Power grid:
Scale: 2 px per um. Pins as bars on the die edge.
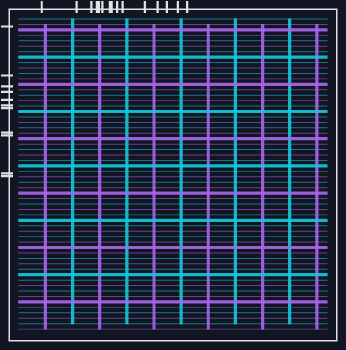
Clock network drawn from the DEF:
Scale: 1.5 px per um.
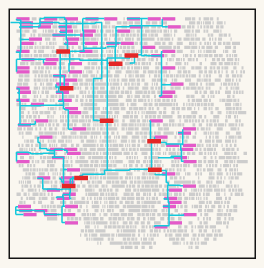
Gate families picked out:
Scale: 1.5 px per um.
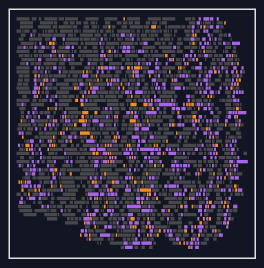
`config.mk`:
```
export PLATFORM = sky130hd
export DESIGN_NAME = fixed_log
export DESIGN_NICKNAME = d
export VERILOG_FILES = /design/src/rtl/fixed_log.sv
export SDC_FILE = /design/constraint.sdc
export NUM_CORES = 1
export LEC_CHECK = 0
export CAP_MARGIN = 20
export CORE_AREA = 4 4 159 161
export CTS_CLUSTER_SIZE = 16
export DETAILED_ROUTE_END_ITERATION = 12
export DIE_AREA = 0 0 163 165
export PLACE_DENSITY = 0.78
export SETUP_SLACK_MARGIN = 0.5
export SLEW_MARGIN = 20
export SYNTH_ARGS = -nofsm -noshare
export SYNTH_HDL_FRONTEND = slang
export SYNTH_SLANG_ARGS = --single-unit
export TNS_END_PERCENT = 5
```
`constraint.sdc`:
```
create_clock -name clk -period 7.6 [get_ports clk]
set_input_delay 0.76 -clock clk [delete_from_list [all_inputs] [get_ports clk]]
set_output_delay 0.76 -clock clk [all_outputs]
set_load 0.005 [all_outputs]
```
`src/rtl/fixed_log.sv`:
```
// fixed_log: sequential ln(r) via greedy multiplicative normalisation, 5.5 in, 3.7 out
module fixed_log #(
  parameter int N_ITER = 9,
  parameter bit ROUND = 1'b0
) (
  input  logic       clk,
  input  logic       rst,
  input  logic       start,
  input  logic [9:0] r,
  output logic       ready,
  output logic       done,
  output logic [9:0] x,
  output logic       err
);
  typedef enum logic [1:0] {IDLE, ITER, FINISH} state_t;
  state_t state, state_n;
  logic [9:0] op;
  logic [36:0] y, cand, r_al;
  logic [31:0] acc, lnf;
  logic [3:0] i;
  logic [10:0] rnd;
  logic [9:0] xr;
  logic unused_lsbs;
  assign unused_lsbs = ^acc[20:0];
  // state register
  always_ff @(posedge clk or posedge rst)
    if (rst) state <= IDLE;
    else state <= state_n;
  // next-state and handshake
  always_comb begin
    state_n = state;
    ready = state == IDLE;
    if (state == IDLE && start) state_n = ITER;
    if (state == ITER && i == 4'(N_ITER - 1)) state_n = FINISH;
    if (state == FINISH) state_n = IDLE;
  end
  // ln(f_i) table in 3.29
  always_comb begin
    lnf = 32'd0;
    case (i)
      4'd0: lnf = 32'h33808400;
      4'd1: lnf = 32'h2327D500;
      4'd2: lnf = 32'h162E4300;
      4'd3: lnf = 32'h0CF991F0;
      4'd4: lnf = 32'h0723FDF0;
      4'd5: lnf = 32'h03C4E0EC;
      4'd6: lnf = 32'h01F0A30C;
      4'd7: lnf = 32'h00FC14D8;
      4'd8: lnf = 32'h007F02A3;
      default: lnf = 32'd0;
    endcase
  end
  // candidate y*f_i by shift/add, aligned operand, output quantisation
  always_comb begin
    cand = i == 4'd0 ? y + (y << 2) :
           i == 4'd1 ? y + (y << 1) :
           i == 4'd2 ? y << 1 : y + (y >> (i - 4'd2));
    r_al = {27'd0, op} << 24;
    rnd = {1'b0, acc[31:22]} + 11'(ROUND && acc[21]);
    xr = rnd[10] ? 10'h3FF : rnd[9:0];
  end
  // datapath: operand latch, factor iterations, result update
  always_ff @(posedge clk or posedge rst)
    if (rst) begin
      op <= '0;
      y <= '0;
      acc <= '0;
      i <= '0;
      x <= '0;
      err <= 1'b0;
      done <= 1'b0;
    end else begin
      done <= state == FINISH;
      if (state == IDLE && start) begin
        op <= r;
        y <= 37'd1 << 29;
        acc <= '0;
        i <= '0;
      end
      if (state == ITER) begin
        if (cand <= r_al) begin
          y <= cand;
          acc <= acc + lnf;
        end
        i <= i + 4'd1;
      end
      if (state == FINISH) begin
        x <= xr;
        err <= op[9:5] == 5'd0;
      end
    end
endmodule

```
==> flow_summary.yaml <==
# implementation run metrics
clock_tree:
  clock-sinks: 97
  path_clk_slew_ps: 80
  cts_root_buffer: "clkbuf_16"
  holdBufCountCts: 0
  h-tree-depth: 3
  cts_buffers: 9
  max-clock-path-buffers: 2
  cts_tree: "yes"
cells_and_area:
  final_nets: 2116
  area_delta_synth_final_pct: 21.23
  fillers: 1898
  drive_gt1_frac: 0.1928
  diodes: 0
  final_cell_area_mm2: 0.01680
worst_setup_path:
  worstPathRequired_ps: 7870
  startpoint: "i[1]"
  cp.arrival_ps: 7540
  max_stage_delay_ps: 500
  end_kind: "register"
  crit_path_end: "y[30]"
  crit_fanout: 7
  path_class: "reg -> reg"
  r2r_start: "i[1]"
  reg2reg_depth: 37
  cp_slowest_cell: "dfrtp_2"
  ff2ff_setup_slack_ps: 320
  critPathLaunchType: "register"
  worst_r2r_endpoint: "y[30]"
yosys:
  synthArstFlopShare: 1.000
  aoi_share: 0.3077
  numSynthFlops: 97
  largest_area_cell: "dfrtp_1"
  ys_types: 83
  ys_sh_xor: 0.05942
  fp_nets: 1994
  ys_seq_frac: 0.1752
  flop_cell: "dfrtp_1"
  edf_count: 0
  synthMuxAreaShare: 0.07323
  yosys_area_mm2: 0.01386
  ys_cells: 1823
  synth.most_common_cell: "a21oi_1"
  synthTopCellsByArea: "dfrtp_1, ha_1, a21oi_1"
  top_logic_kind: "AND-OR/OR-AND gates"
  synthDominantCellAreaShare: 0.1752
  synth_area_mm2: 0.01386
  synth_cells: 1823
  ys_sh_adder: 0.1448
  yosys.area_share.simple: 0.1994
  ys_warn_count: 0
placed_design:
  placed_cells: 2218
  routabilityCongestion: 0.9821
  port_buffers: 25
  dpl-instance-area_mm2: 0.01529
  hpwlAfterDp_mm: 35.01
routing:
  vias_per_cell: 6.662
  drcViolationCount: 0
  vias: 15149
  firstDrtPassIters: 5
  antenna_left: 0
  drt-total-wl_mm: 48.09
  drt_iter0_drc: 1707
  wl_per_cell_um: 21.15
global_routing:
  grtUsageTotal: 0.3348
  grt_pass1_wl_mm: 72.70
  grt_remaining_overflow: 0
  grt_pass1_vias: 13706
  grt_max_degree: 61
  antenna_found_initial: 0
final_timing:
  fin_tns_setup_ps: 0
  fmax_mhz: 137.5
  rsz0062_at_grt: "true"
  slew_viol_final: 0
  hold_viol_final: 0
  period_minus_slack_ps: 7275
  worst_pin_slew_ps: 950.7
  finalSetupViolations: 0
  slew_headroom: 0.3595
  fin_crit_sh: 0.9573
worst_hold_path:
  hold_class: "reg -> reg"
floorplan:
  fp_util: 0.5782
  std_cell_rows: 57
  chip_area_mm2: 0.02690
  die_w_um: 163
  ios: 26
run:
  drv_cap: 0
  warning_count: 34
outcome:
  outcome: "finished clean"
Notes on 'power grid' above:
legend:
  cyan:
    net: VDD
  purple:
    net: VSS
met4 straps: 11
met5 straps: 11
met1 rails: 58
signal pins: 26
Die Span Y: 165 um
Core Box Area: 0.02396 mm^2

Notes on 'clock network drawn from the DEF' above:
legend:
  red:
    item: clock-net drivers
    count: 9
  magenta:
    item: flip-flops
    count: 97
  cyan:
    item: clock wires
    length: 1380 um
flops lie: widely spread
Latency at later pin: 370 ps
Layout Skew: 11.24 ps

Notes on 'gate families picked out' above:
legend:
  orange:
    family: nor cells
    cells: 213
    where: widely spread
  purple:
    family: aoi and oai cells
    cells: 528
    where: widely spread
Top cell excl fill/tap: a21oi_1
Cell Count, Final, Fillers Out: 2274
Comb/total area: 0.6894

## layout make-up
class / count / area (um^2) / share of cell area
Clock inverter: 7 / 93.84 / 0.005587
Sequential cell: 97 / 2430 / 0.1447
Multi-Input combinational cell: 1585 / 11580 / 0.6894
Clock buffer: 9 / 225.2 / 0.01341
Tap cell: 324 / 405.4 / 0.02413
Timing Repair Buffer: 198 / 1856 / 0.1105
Inverter: 54 / 207.7 / 0.01236
## worst max-delay path, delay by kind of cell, from the launching register on
kind	cells	cell delay, ps
AND-OR/OR-AND	16	2690
XOR/XNOR	1	80
adder cells (fa/ha/maj)	3	950
buffers and inverters	5	960
flip-flops	1	500
multiplexers	1	330
AND/OR/NAND/NOR	11	1670
## registers in the layout, indices dropped and copies added (netlist names)
signal,cells
y,37
err,1
op,10
x,10
state,2
i,4
acc,32
done,1
## cell families after synthesis
kind of cell / count (synthesis)
AND-OR/OR-AND: 668
XOR/XNOR: 94
adder cells (fa/ha/maj): 158
buffers and inverters: 141
flip-flops: 97
multiplexers: 82
AND/OR/NAND/NOR: 583
## layer usage
layer	share of wire	global-route usage	routed length [um]
met1	0.41	0.4545	19490
met2	0.46	0.5442	21970
met3	0.11	0.05815	5089
met4	0.032	0.1083	1535
met5	0	0	0
## worst min path at each step
stage | startpoint | end | slack (ps) | cells after the start
4_1_cts | op[3] | op[3] | 510 | 1
3_3_place_gp | err | err | 470 | 2
3_5_place_dp | err | err | 490 | 2
6_report | acc[19] | acc[19] | 510 | 2
2_1_floorplan | err | err | 470 | 2
5_1_grt | op[3] | op[3] | 520 | 1
## cells in the final DEF, fill, tap and decap left out, drive strengths merged, types with 57 or more instances in the layout
cell type and instances:
inv 57, xnor2 61, nor2 141, nand2 174, a21o 71, buf 165
o21ai 166, nand3 82, a21oi 190, dfrtp 97, ha 154
## repair_timing
action / CTS / global route
cloned: 2 / 7
pin swaps: 13 / 59
hold endpoints to repair: 0 / 0
setup buffers: 6 / 25
resized: 51 / 120
setup endpoints to repair: 69 / 69
## per-stage QoR
stage	utilization	hold WS, ps	worst slack (ps)
finish	0.7010	510.6	324.7
global route	0.7010	518.2	0.4867
CTS	0.6637	510.3	498.4
floorplan	-	473.3	513.8
detailed placement	0.6379	489.6	3.556
global placement	0.6379	467.8	322.1
